**Run 1: cell classes on the final placement**

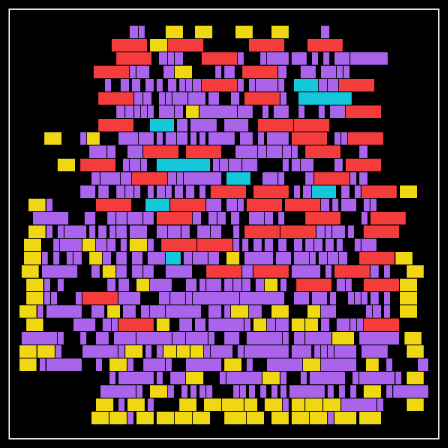
**Run 1: routing congestion**

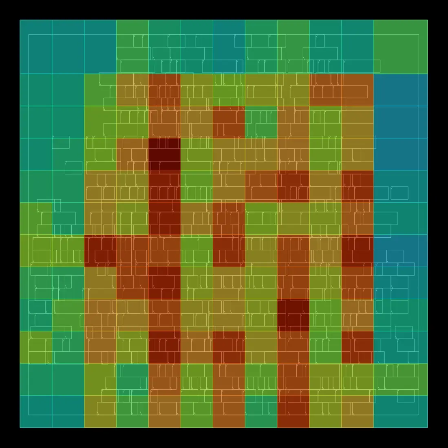
**Run 1: I/O nets highlighted**

Bar = 20 um.
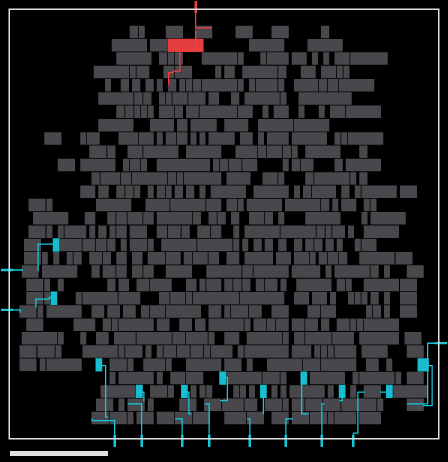
[src/rtl/mix_dac_spi.sv]
// Four-channel audio mixer that ships one mode-0 SPI DAC frame per sample period.
// Each frame: W data bits MSB first, a chip-select tail, a gap, then an LDAC latch pulse.
module mix_dac_spi #(
    parameter int N          = 11,
    parameter int SAMPLE_DIV = 250,
    parameter int H          = 2
) (
    input  logic         clk,
    input  logic         rst,
    input  logic [N-1:0] ch0,
    input  logic [N-1:0] ch1,
    input  logic [N-1:0] ch2,
    input  logic [N-1:0] ch3,
    output logic         dac_cs_n,
    output logic         dac_sclk,
    output logic         dac_mosi,
    output logic         dac_ldac_n,
    output logic [N:0]   mix_out,
    output logic         busy,
    output logic         overrun
);

    localparam int W  = N + 5;
    localparam int DW = (SAMPLE_DIV > 1) ? $clog2(SAMPLE_DIV) : 1;
    localparam int HW = (H > 1) ? $clog2(H) : 1;
    localparam int BW = $clog2(W);

    localparam logic [DW-1:0] DIV_LAST = DW'(SAMPLE_DIV - 1);
    localparam logic [HW-1:0] H_LAST   = HW'(H - 1);
    localparam logic [BW-1:0] BIT_TOP  = BW'(W - 1);

    localparam logic [2:0] S_IDLE     = 3'd0;
    localparam logic [2:0] S_SHIFT_LO = 3'd1;
    localparam logic [2:0] S_SHIFT_HI = 3'd2;
    localparam logic [2:0] S_TAIL     = 3'd3;
    localparam logic [2:0] S_GAP      = 3'd4;
    localparam logic [2:0] S_LDAC     = 3'd5;

    logic [2:0]    state_q,   state_d;
    logic [DW-1:0] div_q,     div_d;
    logic [HW-1:0] hcnt_q,    hcnt_d;
    logic [BW-1:0] bit_q,     bit_d;
    logic [W-1:0]  word_q,    word_d;
    logic [N:0]    mix_q,     mix_d;
    logic          cs_n_q,    cs_n_d;
    logic          sclk_q,    sclk_d;
    logic          mosi_q,    mosi_d;
    logic          ldac_n_q,  ldac_n_d;
    logic          busy_q,    busy_d;
    logic          overrun_q, overrun_d;

    logic          tick_s;
    logic          hdone_s;
    logic [N+1:0]  sum_s;
    logic [N:0]    mix_s;
    logic [W-1:0]  word_s;

    assign tick_s  = (div_q == DIV_LAST);
    assign hdone_s = (hcnt_q == H_LAST);

    // Four N-bit samples fit in N+2 bits; halving keeps the mix within N+1 bits.
    assign sum_s  = {2'b00, ch0} + {2'b00, ch1} + {2'b00, ch2} + {2'b00, ch3};
    assign mix_s  = (N + 1)'(sum_s >> 1);
    assign word_s = {4'b0111, mix_s};

    // Next-state logic for the sample timer and the SPI/LDAC frame sequencer.
    always_comb begin
        state_d   = state_q;
        hcnt_d    = hcnt_q;
        bit_d     = bit_q;
        word_d    = word_q;
        mix_d     = mix_q;
        cs_n_d    = cs_n_q;
        sclk_d    = sclk_q;
        mosi_d    = mosi_q;
        ldac_n_d  = ldac_n_q;
        busy_d    = busy_q;

        if (tick_s) begin
            div_d = '0;
        end else begin
            div_d = div_q + DW'(1);
        end

        if (tick_s && (state_q != S_IDLE)) begin
            overrun_d = 1'b1;
        end else begin
            overrun_d = overrun_q;
        end

        case (state_q)
            S_IDLE: begin
                if (tick_s) begin
                    word_d  = word_s;
                    mix_d   = mix_s;
                    cs_n_d  = 1'b0;
                    mosi_d  = word_s[W-1];
                    bit_d   = BIT_TOP;
                    busy_d  = 1'b1;
                    hcnt_d  = '0;
                    state_d = S_SHIFT_LO;
                end else begin
                    hcnt_d = '0;
                end
            end
            S_SHIFT_LO: begin
                if (hdone_s) begin
                    sclk_d  = 1'b1;
                    hcnt_d  = '0;
                    state_d = S_SHIFT_HI;
                end else begin
                    hcnt_d = hcnt_q + HW'(1);
                end
            end
            S_SHIFT_HI: begin
                if (hdone_s) begin
                    sclk_d = 1'b0;
                    hcnt_d = '0;
                    if (bit_q == '0) begin
                        state_d = S_TAIL;
                    end else begin
                        // Rotate so the next bit sits at the top; mosi only moves on this falling edge.
                        bit_d   = bit_q - BW'(1);
                        word_d  = {word_q[W-2:0], word_q[W-1]};
                        mosi_d  = word_q[W-2];
                        state_d = S_SHIFT_LO;
                    end
                end else begin
                    hcnt_d = hcnt_q + HW'(1);
                end
            end
            S_TAIL: begin
                if (hdone_s) begin
                    cs_n_d  = 1'b1;
                    hcnt_d  = '0;
                    state_d = S_GAP;
                end else begin
                    hcnt_d = hcnt_q + HW'(1);
                end
            end
            S_GAP: begin
                if (hdone_s) begin
                    ldac_n_d = 1'b0;
                    hcnt_d   = '0;
                    state_d  = S_LDAC;
                end else begin
                    hcnt_d = hcnt_q + HW'(1);
                end
            end
            S_LDAC: begin
                if (hdone_s) begin
                    ldac_n_d = 1'b1;
                    busy_d   = 1'b0;
                    hcnt_d   = '0;
                    state_d  = S_IDLE;
                end else begin
                    hcnt_d = hcnt_q + HW'(1);
                end
            end
            default: begin
                state_d  = S_IDLE;
                hcnt_d   = '0;
                cs_n_d   = 1'b1;
                sclk_d   = 1'b0;
                ldac_n_d = 1'b1;
                busy_d   = 1'b0;
            end
        endcase
    end

    // State and output registers; reset aborts any frame on the next edge.
    always_ff @(posedge clk) begin
        if (rst) begin
            state_q   <= S_IDLE;
            div_q     <= '0;
            hcnt_q    <= '0;
            bit_q     <= '0;
            word_q    <= '0;
            mix_q     <= '0;
            cs_n_q    <= 1'b1;
            sclk_q    <= 1'b0;
            mosi_q    <= 1'b0;
            ldac_n_q  <= 1'b1;
            busy_q    <= 1'b0;
            overrun_q <= 1'b0;
        end else begin
            state_q   <= state_d;
            div_q     <= div_d;
            hcnt_q    <= hcnt_d;
            bit_q     <= bit_d;
            word_q    <= word_d;
            mix_q     <= mix_d;
            cs_n_q    <= cs_n_d;
            sclk_q    <= sclk_d;
            mosi_q    <= mosi_d;
            ldac_n_q  <= ldac_n_d;
            busy_q    <= busy_d;
            overrun_q <= overrun_d;
        end
    end

    assign dac_cs_n   = cs_n_q;
    assign dac_sclk   = sclk_q;
    assign dac_mosi   = mosi_q;
    assign dac_ldac_n = ldac_n_q;
    assign mix_out    = mix_q;
    assign busy       = busy_q;
    assign overrun    = overrun_q;

endmodule
[config.mk]
export PLATFORM = sky130hd
export DESIGN_NAME = mix_dac_spi
export DESIGN_NICKNAME = d
export VERILOG_FILES = /design/src/rtl/mix_dac_spi.sv
export SDC_FILE = /design/constraint.sdc
export NUM_CORES = 1
export LEC_CHECK = 0
export CAP_MARGIN = 40
export CORE_MARGIN = 1.5
export CORE_UTILIZATION = 48
export CTS_CLUSTER_DIAMETER = 60
export CTS_CLUSTER_SIZE = 14
export DETAILED_ROUTE_END_ITERATION = 10
export PLACE_DENSITY = 0.83
export SLEW_MARGIN = 10
export SYNTH_ARGS = -nofsm -noshare
export SYNTH_HDL_FRONTEND = slang
export SYNTH_SLANG_ARGS = --single-unit
[constraint.sdc]
create_clock -name clk -period 3.46 [get_ports clk]
set_input_delay 0.692 -clock clk [delete_from_list [all_inputs] [get_ports clk]]
set_output_delay 0.692 -clock clk [all_outputs]
set_load 0.02 [all_outputs]
==> impl_metrics.json, run 1 <==
{
  "pwr-share-comb_pct": 44.3,
  "holdPathEnd": "overrun",
  "slowest_delay_ps": 520,
  "comb_cell_power_uw": 845,
  "drv_slew": 0,
  "ant_nets": 0,
  "grt.overflow.total": 0,
  "drtIter0Drc": 116,
  "top_layer_used": "met4",
  "crit_path_start_kind": "primary input",
  "crit_arrival_ps": 3620,
  "ys_cells": 421,
  "htreeDepth": 2,
  "synth-edff-count": 0,
  "hold_slack_ps": 448,
  "wl_met1_mm": 3.21,
  "status": "finished, final reports clean",
  "switching_power_uw": 648,
  "seq_power_uw": 572,
  "area_leaders": "dfxtp_1 (29%), fa_1 (13%), inv_1 (8.2%)",
  "grt_pass1_vias": 3123,
  "n_all_buffers": 83,
  "hp-class": "reg -> reg",
  "pwr-share-seq_pct": 30.0,
  "required_ps": 3700,
  "setup_ws_ps": 78.6,
  "ys_seq_share_pct": 28.7,
  "seq_area_share_pct": 21.9,
  "cts_tree": "yes",
  "synthTopCellsByCount": "inv_1 (75), dfxtp_1 (49), a21oi_1 (35), nor2_1 (35), nand2_1 (34)",
  "route.detailed.drc": 0,
  "regArea_sq_um": 981,
  "finalClockPeriodUsage_pct": 97.7,
  "critical_path.top_delay_family": "adder cells",
  "nonClkBufAreaFrac_pct": 17.7,
  "cts.sinks": 49,
  "dominant-cell-class": "logic gates",
  "p_sw_share_pct": 34.0,
  "crit_cells": 12,
  "startpoint": "ch0[3]",
  "globalRouteMet2Util_pct": 39.6,
  "cts.clk_slew.worst_paths_ps": 90,
  "clockRootBuffer": "clkbuf_8",
  "critPathCapture": "mix_out[7]",
  "aoi_share_pct": 18.6,
  "numCtsBuffers": 5,
  "worstSetupPathType": "in -> reg",
  "yosys_warnings": 0,
  "fmax_mhz": 296,
  "tightest_slew_ps": 740,
  "worst_r2r_endpoint": "word_q[9]",
  "grt_max_degree": 34,
  "grtUsageMet1_pct": 25.5,
  "synthAdderAreaFrac_pct": 18.0,
  "met3_length_um": 313,
  "ys_top_logic_family": "simple AND/OR/NAND/NOR gates",
  "grt_pass1_wl_mm": 13.4,
  "syn-cell-area_sq_um": 3420,
  "flop_cell": "dfxtp_1",
  "final_nets": 573,
  "die_h_um": 87.5,
  "core_sq_um": 6830,
  "syn_to_final_growth_pct": 30.8,
  "largest_area_cell": "dfxtp_1",
  "powerClk_uw": 489,
  "power_top_consumer": "combinational logic",
  "layout.cells.non_filler": 588,
  "syn_nets": 503,
  "synth_top_area_share_pct": 28.7,
  "comb_area_sq_um": 2160,
  "ios": 64,
  "final_util_pct": 65.5,
  "finalSetupViolCount": 0,
  "vias_per_cell": 5.38,
  "dpl_worst_slack_ps": -538,
  "tapCellCount": 96,
  "syn_area_per_cell_sq_um": 8.13,
  "design_area_sq_um": 4480,
  "crit_fanout": 5,
  "routed_wl_mm": 7.98,
  "num_antenna_cells": 0,
  "comb_share_pct": 48.3,
  "largest_reg_flops": 16,
  "dp_cells": 578,
  "slowest_stage": "fa_1",
  "seq_cell_count": 49,
  "crit_path_end_kind": "flop",
  "top_register": "word_q",
  "path_buffers": 5
}
Notes on 'cell classes on the final placement' above:
colour	class	cells
yellow	remaining buffers and delay cells	83
cyan	clock drivers and dummy loads	8
purple	combinational and other logic	352
red	sequential cells	49

Notes on 'routing congestion' above:
routing usage on met3: 3.13%
layer with the highest usage: met2

Notes on 'I/O nets highlighted' above:
colour	port	bits	direction	edge	end cells	wire
red	dac_cs_n	1	output	top	1	24.4 um
cyan	ch3	11	input	8 bottom, 2 left, 1 right	11	152 um

==> run 2: changes to the inputs <==
Settings changed: PLACE_DENSITY 0.83 to 0.84.
==> run 2 against run 1 <==
Against the previous run: largest cell class unchanged; critical path type unchanged; non-clock buffer count fell by 2; first-iteration DRC count rose by 83%; setup slack got worse by 46 ps; area after synthesis did not move; final cell count fell by 0.34%; maximum frequency fell by 1.3%; hold slack improved by 5.8 ps.
==> impl_metrics.json, run 2 <==
{
  "r2r_start": "state_q[1]",
  "comb_area_sq_um": 2140,
  "synth-edff-count": 0,
  "route.detailed.drc": 0,
  "power_top_consumer": "combinational logic",
  "ys_seq_share_pct": 28.7,
  "comb_cell_power_uw": 807,
  "cts.clk_slew.worst_paths_ps": 90,
  "die_h_um": 87.5,
  "cts.sinks": 49,
  "routed_wl_mm": 8.03,
  "largest_reg_flops": 16,
  "seq_power_uw": 572,
  "path_buffers": 3,
  "powerClk_uw": 417,
  "switching_power_uw": 631,
  "crit_path_end_kind": "flop",
  "ys_cells": 421,
  "setup_tns_ps": 0,
  "port_buffers": 63,
  "synth_cell_types": 60,
  "synthTopCellsByCount": "inv_1 (75), dfxtp_1 (49), a21oi_1 (35), nor2_1 (35), nand2_1 (34)",
  "critical_path.top_delay_family": "adder cells",
  "top_register": "word_q",
  "nonClkBufAreaFrac_pct": 17.5,
  "yosys_warnings": 0,
  "critPathCapture": "mix_out[8]",
  "numCtsBuffers": 5,
  "setup_ws_ps": 33.0,
  "largest_area_cell": "dfxtp_1",
  "slowest_delay_ps": 530,
  "syn-cell-area_sq_um": 3420,
  "crit_path_start_kind": "primary input",
  "grt_max_degree": 34,
  "fmax_mhz": 292,
  "htreeDepth": 2,
  "worst_r2r_endpoint": "word_q[9]",
  "grt_pass1_vias": 3137,
  "tightest_slew_ps": 727,
  "grtUsageMet1_pct": 25.3,
  "core_sq_um": 6830,
  "crit_fanout": 3,
  "drtIter0Drc": 212,
  "seq_cell_count": 49,
  "clockRootBuffer": "clkbuf_8",
  "crit_cells": 11,
  "reg2reg_depth": 5,
  "dp_cells": 578,
  "synthAdderAreaFrac_pct": 18.0,
  "pwr-share-seq_pct": 31.8,
  "startpoint": "ch2[5]",
  "n_clock_buffer": 5,
  "final_nets": 571,
  "seq_area_share_pct": 22.3,
  "n_all_buffers": 81,
  "aoi_share_pct": 18.6,
  "drive_above_1_share_pct": 11.8,
  "worstSetupPathType": "in -> reg",
  "finalClockPeriodUsage_pct": 99.0,
  "top_layer_used": "met4",
  "ios": 64,
  "status": "finished, final reports clean",
  "flop_cell": "dfxtp_1",
  "hp-class": "reg -> reg",
  "syn_nets": 503,
  "wl_met1_mm": 3.31,
  "syn_area_per_cell_sq_um": 8.13,
  "grt.busiest_layer": "met2",
  "required_ps": 3640,
  "area_leaders": "dfxtp_1 (29%), fa_1 (13%), inv_1 (8.2%)",
  "design_area_sq_um": 4410,
  "slowest_stage": "fa_1",
  "vias_per_cell": 5.47,
  "inverters": 75,
  "crit_arrival_ps": 3610,
  "tapCellCount": 96,
  "holdPathEnd": "overrun",
  "met3_length_um": 346,
  "grt_pass1_wl_mm": 13.3,
  "hold_slack_ps": 454,
  "regArea_sq_um": 981,
  "num_antenna_cells": 0,
  "syn_to_final_growth_pct": 28.8,
  "maxSlewHeadroom_pct": 51.4,
  "layout.cells.non_filler": 586,
  "finalSetupViolCount": 0
}
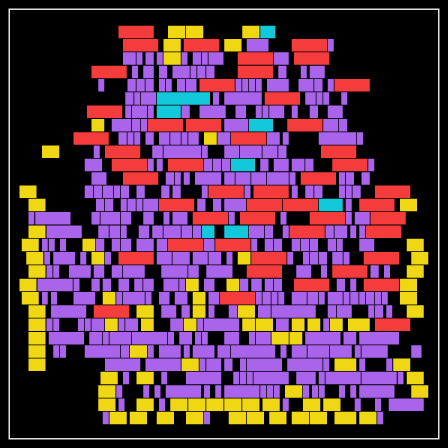
**Above:** run 2 (cell classes on the final placement).
colour	class	cells
purple	combinational and other logic	352
yellow	remaining buffers and delay cells	81
red	sequential cells	49
cyan	clock drivers and dummy loads	8

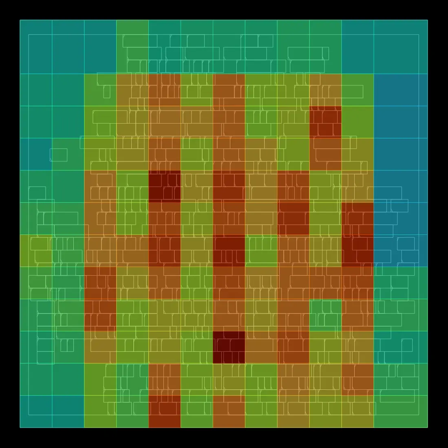
**Above:** run 2 (routing congestion).
routing usage on met3: 3.03%
post-DR wirelength/cell: 13.7 um
Layout Utilization: 64.5%
GRT met2 Usage: 40.6%

Power and IR drop assume default switching activity.
